$ cat src/rtl/mul_div_unit.sv
// rtl/mul_div_unit.sv - iterative MULT/MULTU/DIV/DIVU unit with HI/LO registers
// Three-state FSM; one shift-add or restoring-divide step per RUN cycle.
module mul_div_unit #(
  parameter int DATA_W = 32,
  parameter int CNT_W  = 6
) (
  input  logic              clk,
  input  logic              rst,
  input  logic              start,
  input  logic [5:0]        function_field,
  input  logic [DATA_W-1:0] operand_a,
  input  logic [DATA_W-1:0] operand_b,
  output logic              busy,
  output logic              done,
  output logic [DATA_W-1:0] hi,
  output logic [DATA_W-1:0] lo,
  output logic [DATA_W-1:0] rd_data
);

  localparam logic [5:0] F_MFHI  = 6'b010000;
  localparam logic [5:0] F_MTHI  = 6'b010001;
  localparam logic [5:0] F_MFLO  = 6'b010010;
  localparam logic [5:0] F_MTLO  = 6'b010011;
  localparam logic [5:0] F_MULT  = 6'b011000;
  localparam logic [5:0] F_MULTU = 6'b011001;
  localparam logic [5:0] F_DIV   = 6'b011010;
  localparam logic [5:0] F_DIVU  = 6'b011011;

  typedef enum logic [1:0] {IDLE, RUN, FINISH} state_t;

  state_t              state, state_next;
  logic                busy_next, done_next;
  logic [CNT_W-1:0]    cnt;
  logic [DATA_W-1:0]   acc_hi, acc_lo, opnd, a_raw;
  logic                is_div, neg_lo, neg_hi;

  logic                iter_op, signed_op, accept, sa, sb;
  logic [DATA_W-1:0]   mag_a, mag_b;
  logic [DATA_W:0]     mul_sum, shifted;
  logic [DATA_W-1:0]   diff;
  logic                fits;
  logic [2*DATA_W-1:0] prod, prod_fix;

  always_comb begin
    iter_op   = (function_field == F_MULT) || (function_field == F_MULTU) ||
                (function_field == F_DIV)  || (function_field == F_DIVU);
    signed_op = (function_field == F_MULT) || (function_field == F_DIV);
    accept    = (state == IDLE) && start && iter_op;
    sa        = signed_op & operand_a[DATA_W-1];
    sb        = signed_op & operand_b[DATA_W-1];
    mag_a     = sa ? -operand_a : operand_a;
    mag_b     = sb ? -operand_b : operand_b;
    // acc_hi:acc_lo is the product register for multiply and remainder:dividend for divide
    mul_sum   = {1'b0, acc_hi} + (acc_lo[0] ? {1'b0, opnd} : '0);
    shifted   = {acc_hi, acc_lo[DATA_W-1]};
    fits      = shifted >= {1'b0, opnd};
    diff      = shifted[DATA_W-1:0] - opnd;
    prod      = {acc_hi, acc_lo};
    prod_fix  = neg_lo ? -prod : prod;
  end

  always_comb begin
    state_next = state;
    case (state)
      IDLE:    if (accept) state_next = RUN;
      RUN:     if (cnt == CNT_W'(DATA_W - 1)) state_next = FINISH;
      FINISH:  state_next = IDLE;
      default: state_next = IDLE;
    endcase
    busy_next = (state_next != IDLE);
    done_next = (state == FINISH);
  end

  always_ff @(posedge clk) begin
    if (rst) begin
      state <= IDLE;
      busy  <= 1'b0;
      done  <= 1'b0;
    end else begin
      state <= state_next;
      busy  <= busy_next;
      done  <= done_next;
    end
  end

  always_ff @(posedge clk) begin
    if (rst) begin
      cnt    <= '0;
      acc_hi <= '0;
      acc_lo <= '0;
      opnd   <= '0;
      a_raw  <= '0;
      is_div <= 1'b0;
      neg_lo <= 1'b0;
      neg_hi <= 1'b0;
      hi     <= '0;
      lo     <= '0;
    end else begin
      case (state)
        IDLE: begin
          if (start && function_field == F_MTHI) hi <= operand_a;
          if (start && function_field == F_MTLO) lo <= operand_a;
          if (accept) begin
            cnt    <= '0;
            acc_hi <= '0;
            acc_lo <= mag_a;
            opnd   <= mag_b;
            a_raw  <= operand_a;
            is_div <= (function_field == F_DIV) || (function_field == F_DIVU);
            neg_lo <= sa ^ sb;
            neg_hi <= sa;
          end
        end
        RUN: begin
          cnt <= cnt + 1'b1;
          if (is_div) begin
            acc_hi <= fits ? diff : shifted[DATA_W-1:0];
            acc_lo <= {acc_lo[DATA_W-2:0], fits};
          end else begin
            acc_hi <= mul_sum[DATA_W:1];
            acc_lo <= {mul_sum[0], acc_lo[DATA_W-1:1]};
          end
        end
        FINISH: begin
          if (!is_div) begin
            hi <= prod_fix[2*DATA_W-1:DATA_W];
            lo <= prod_fix[DATA_W-1:0];
          end else if (opnd == '0) begin
            hi <= a_raw;
            lo <= '1;
          end else begin
            hi <= neg_hi ? -acc_hi : acc_hi;
            lo <= neg_lo ? -acc_lo : acc_lo;
          end
        end
        default: ;
      endcase
    end
  end

  always_comb begin
    rd_data = '0;
    if (function_field == F_MFHI) rd_data = hi;
    else if (function_field == F_MFLO) rd_data = lo;
  end

endmodule

$ cat config.mk
export PLATFORM = sky130hd
export DESIGN_NAME = mul_div_unit
export DESIGN_NICKNAME = d
export VERILOG_FILES = /design/src/rtl/mul_div_unit.sv
export SDC_FILE = /design/constraint.sdc
export NUM_CORES = 1
export LEC_CHECK = 0
export ABC_CLOCK_PERIOD_IN_PS = 6750
export CORE_MARGIN = 10
export CORE_UTILIZATION = 40
export DETAILED_ROUTE_END_ITERATION = 7
export GPL_ROUTABILITY_DRIVEN = 1
export SLEW_MARGIN = 25
export SYNTH_ARGS = -nofsm -noshare
export SYNTH_HDL_FRONTEND = slang
export SYNTH_SLANG_ARGS = --single-unit
$ cat constraint.sdc
create_clock -name clk -period 6.75 [get_ports clk]
set_input_delay 1.6875 -clock clk [delete_from_list [all_inputs] [get_ports clk]]
set_output_delay 1.6875 -clock clk [all_outputs]
set_load 0.01 [all_outputs]
### Clock network drawn from the DEF

Drawn at 2 px/µm.
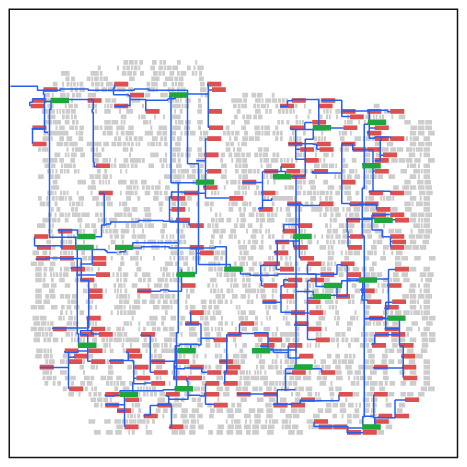
- blue: clock wires (length 3250 µm)
- green: clock drivers (count 25)
- red: flip-flops (count 205)
- routed clock nets: 26
Fin Clk Skew: 0.0182 ns
clk pwr: 1.33 mW
clk latency late pin: 0.55 ns

==> impl_metrics.py <==
# Flow results
metrics = {
    "worst_setup_path": {
        "cp_max_fo": 32,
        "cp.arrival_ns": 4.02,
        "cp.depth": 4,
        "cpMostUsedCell": "clkdlybuf4s50_1",
        "crit_family": "simple AND/OR/NAND/NOR gates",
        "start_kind": "primary input",
        "crit_chain": "clkdlybuf4s50_1 > or4_2 > nor2_1 > clkdlybuf4s50_1",
        "critPathRequiredTime_ns": 5.06,
        "crit_path_top_delay_cell": "or4_2",
        "r2r_cells": 13,
        "r2r-end": "acc_hi[30]",
        "cp-end-kind": "primary output",
        "crit_type": "in2out",
        "ff2ff_setup_slack_ns": 2.11,
        "rr_startpoint": "acc_lo[0]",
        "critPathMaxStageDelay_ns": 1.01,
        "path_buffers": 2,
    },
    "drt": {
        "detailedRoute.firstIterationViolations": 1168,
        "routed-via-count": 16662,
        "drtAntennaViolNets": 0,
        "viasPerCell": 5.99,
        "wl_mm": 59.2,
        "drc_errors": 0,
        "drtPass1Iterations": 8,
        "wl_per_cell_um": 21.3,
    },
    "logic_synthesis": {
        "synth_top_area_share_pct": 24.8,
        "syn_avg_cell_area_um2": 7.50,
        "synth.cellmix.compoundShare_pct": 26.9,
        "ff_type": "dfxtp_1",
        "synthMostInstantiatedCell": "nand2_1",
        "top_cells_by_area": "dfxtp_1 25%, mux2i_1 7.3%, nand2_1 5.5%",
        "yosys_cells": 2206,
        "yosysSeqAreaShare_pct": 24.8,
        "ys.flops": 205,
        "yosys_area_um2": 16600,
        "yosysWarnings": 0,
        "ys_sh_mux_pct": 7.39,
        "synth.distinct_cells": 77,
        "top_logic_kind": "AND-OR/OR-AND gates",
        "synth_nets": 2350,
        "synth.top_cells.by_count": "243 x nand2_1, 208 x nor2_1, 205 x dfxtp_1",
        "edf_count": 0,
        "top_area_cell": "dfxtp_1",
        "async_flop_share_pct": 0,
        "ys_sh_simple_pct": 19.7,
        "synthCells": 2206,
        "synth_area_um2": 16600,
        "yosys.area_share.adder_pct": 5.46,
        "ys_sh_xor_pct": 10.0,
    },
    "die": {
        "die-area_um2": 49900,
        "die_x_um": 223,
        "fp.dieH_um": 223,
        "fp_util_pct": 40.5,
        "io_pins": 171,
        "rows": 74,
        "core_um2": 40800,
    },
    "clock_tree": {
        "clock_sinks": 205,
        "hold_buffers": 0,
        "clk_path_buf_depth": 3,
        "cts_setup_buffers": 0,
        "cts_tree": "done",
        "clkSlewWorstSetupHoldPaths_ns": 0.06,
        "cts_buffers": 25,
        "cts_root_buf": "clkbuf_16",
        "cts-resized-gates": 0,
        "cts_max_level": 1,
    },
    "worst_hold_path": {
        "worstHoldStart": "a_raw[31]",
        "whs_endpoint": "a_raw[31]",
        "hp-class": "reg2reg",
        "hold-path-cell-count": 2,
    },
    "final_layout": {
        "antennaDiodeCount": 0,
        "syn_to_final_growth_pct": 16.1,
        "drive_gt1_share_pct": 4.49,
        "final_nets": 2380,
    },
    "grt": {
        "grt_max_degree": 99,
        "grt_antenna_before_repair": 1,
        "grt_overflow": 0,
        "grt_pass1_vias": 15846,
        "grt_pass1_wl_mm": 92.1,
    },
    "final_timing": {
        "maxSlewHeadroom_pct": 28.6,
        "holdWs_ns": 0.457,
        "rsz0062_at_grt": "false",
        "finalHoldViolCount": 0,
        "fin_setup_tns_ns": 0,
        "finalCritPeriodShare_pct": 84.6,
        "worst_slew_pin_slew_ns": 1.07,
        "finalSetupViolCount": 0,
        "maxSlewViolCount": 0,
        "fmax_mhz": 175,
        "period_minus_slack_ns": 5.71,
    },
    "power_and_ir_drop": {
        "p_leak_nw": 7.21,
        "power_frac_seq_pct": 39.9,
        "ir_drop_mv": 0.171,
        "cellPowerDensity_nw_per_um2": 163,
        "p_sw_mw": 0.931,
        "sw_frac_of_total_pct": 29.7,
        "p_int_mw": 2.21,
        "combPwrFrac_pct": 17.7,
        "clockPowerShare_pct": 42.4,
    },
    "job": {
        "maxCapViolCount": 0,
        "warning_count": 26,
    },
    "run_status": {
        "status": "finished clean",
    },
    "placed_design": {
        "dp_hpwl_mm": 44.1,
        "gp_congestion": 0.926,
        "io_buffers": 170,
    },
}
### Routing congestion map

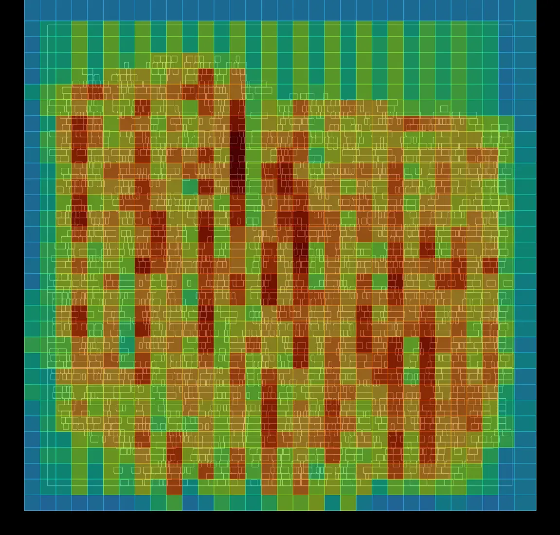
GR Util met2: 36.3%
met1 GRT Util: 29.7%
GR Util met3: 3.05%
GRT Total Usage: 22.4%

worst min-delay path, delay by kind of cell, from the launching register on:
| family | cells | cell delay [ns] |
|---|---|---|
| flops | 1 | 0.31 |
| simple gates | 1 | 0.05 |
| compound gates | 1 | 0.05 |
power groups by stage:
stage          registers (mW)  logic [mW]  clock network [mW]
2_1_floorplan            1.26       0.356                   0
3_3_place_gp             1.28       0.545                   0
3_5_place_dp             1.28       0.547                   0
4_1_cts                  1.25       0.550                1.34
5_1_grt                  1.25       0.597                1.39
6_report                 1.25       0.555                1.33
metrics by stage:
step                      setup slack (ns)  std cells  area [µm²]  total power, mW  utilization, %
after floorplan                       2.30       2206       16600             1.62               -
after global placement                1.05       2740       18400             1.82            45.1
after detailed placement             0.951       2740       18400             1.82            45.1
after CTS                            0.947       2780       19200             3.14            47.0
after global routing                 0.963       2781       19200             3.24            47.1
final                                 1.04       2781       19200             3.14            47.1
area by class of cell:
class	instances	area (µm²)
clock buffers	32	672
clock inverters	8	100
fillers	4112	21600
inverters	61	229
multi-input cells	1748	11500
flip-flops and latches	205	4110
well taps	532	666
repair buffers	195	1900
worst max-delay path by stage:
| stage | from | to | slack (ns) |
|---|---|---|---|
| 5_1_grt | function_field[0] | rd_data[25] | 0.96 |
| 4_1_cts | function_field[3] | rd_data[26] | 0.95 |
| 3_5_place_dp | function_field[0] | rd_data[26] | 0.95 |
| 3_3_place_gp | function_field[3] | rd_data[29] | 1.05 |
| 6_report | function_field[3] | rd_data[26] | 1.04 |
| 2_1_floorplan | function_field[1] | rd_data[12] | 2.30 |
kinds of logic after synthesis:
| group | count (synthesis) |
|---|---|
| buf+inv | 253 |
| fa+ha+maj | 71 |
| xor+xnor | 189 |
| mux | 122 |
| flops | 205 |
| simple gates | 695 |
| compound gates | 671 |
flip-flops by register name, indices dropped and copies added, names as in the netlist:
| signal | flops |
|---|---|
| busy | 1 |
| acc_hi | 32 |
| cnt | 6 |
| a_raw | 32 |
| lo | 32 |
| done | 1 |
| opnd | 32 |
| acc_lo | 32 |
| hi | 32 |
| is_div | 1 |
| state | 2 |
| neg_hi | 1 |
| neg_lo | 1 |
per-layer routing:
metal | share of wire (%) | track usage, %
met1 | 45 | 29.7
met2 | 45 | 36.3
met3 | 6.2 | 3.05
met4 | 3.8 | 8.24
met5 | 0.022 | 0
layout by cell type, fill, tap and decap left out, drive strengths merged, types with 63 or more instances in the layout:
cell           count
nand2            243
nor2             208
dfxtp            205
a21oi            169
clkdlybuf4s50    168
o21ai            141
mux2i            121
xor2             101
a211oi           101
xnor2             88
ha                69
inv               63
Power is estimated from default activity; no workload was simulated.
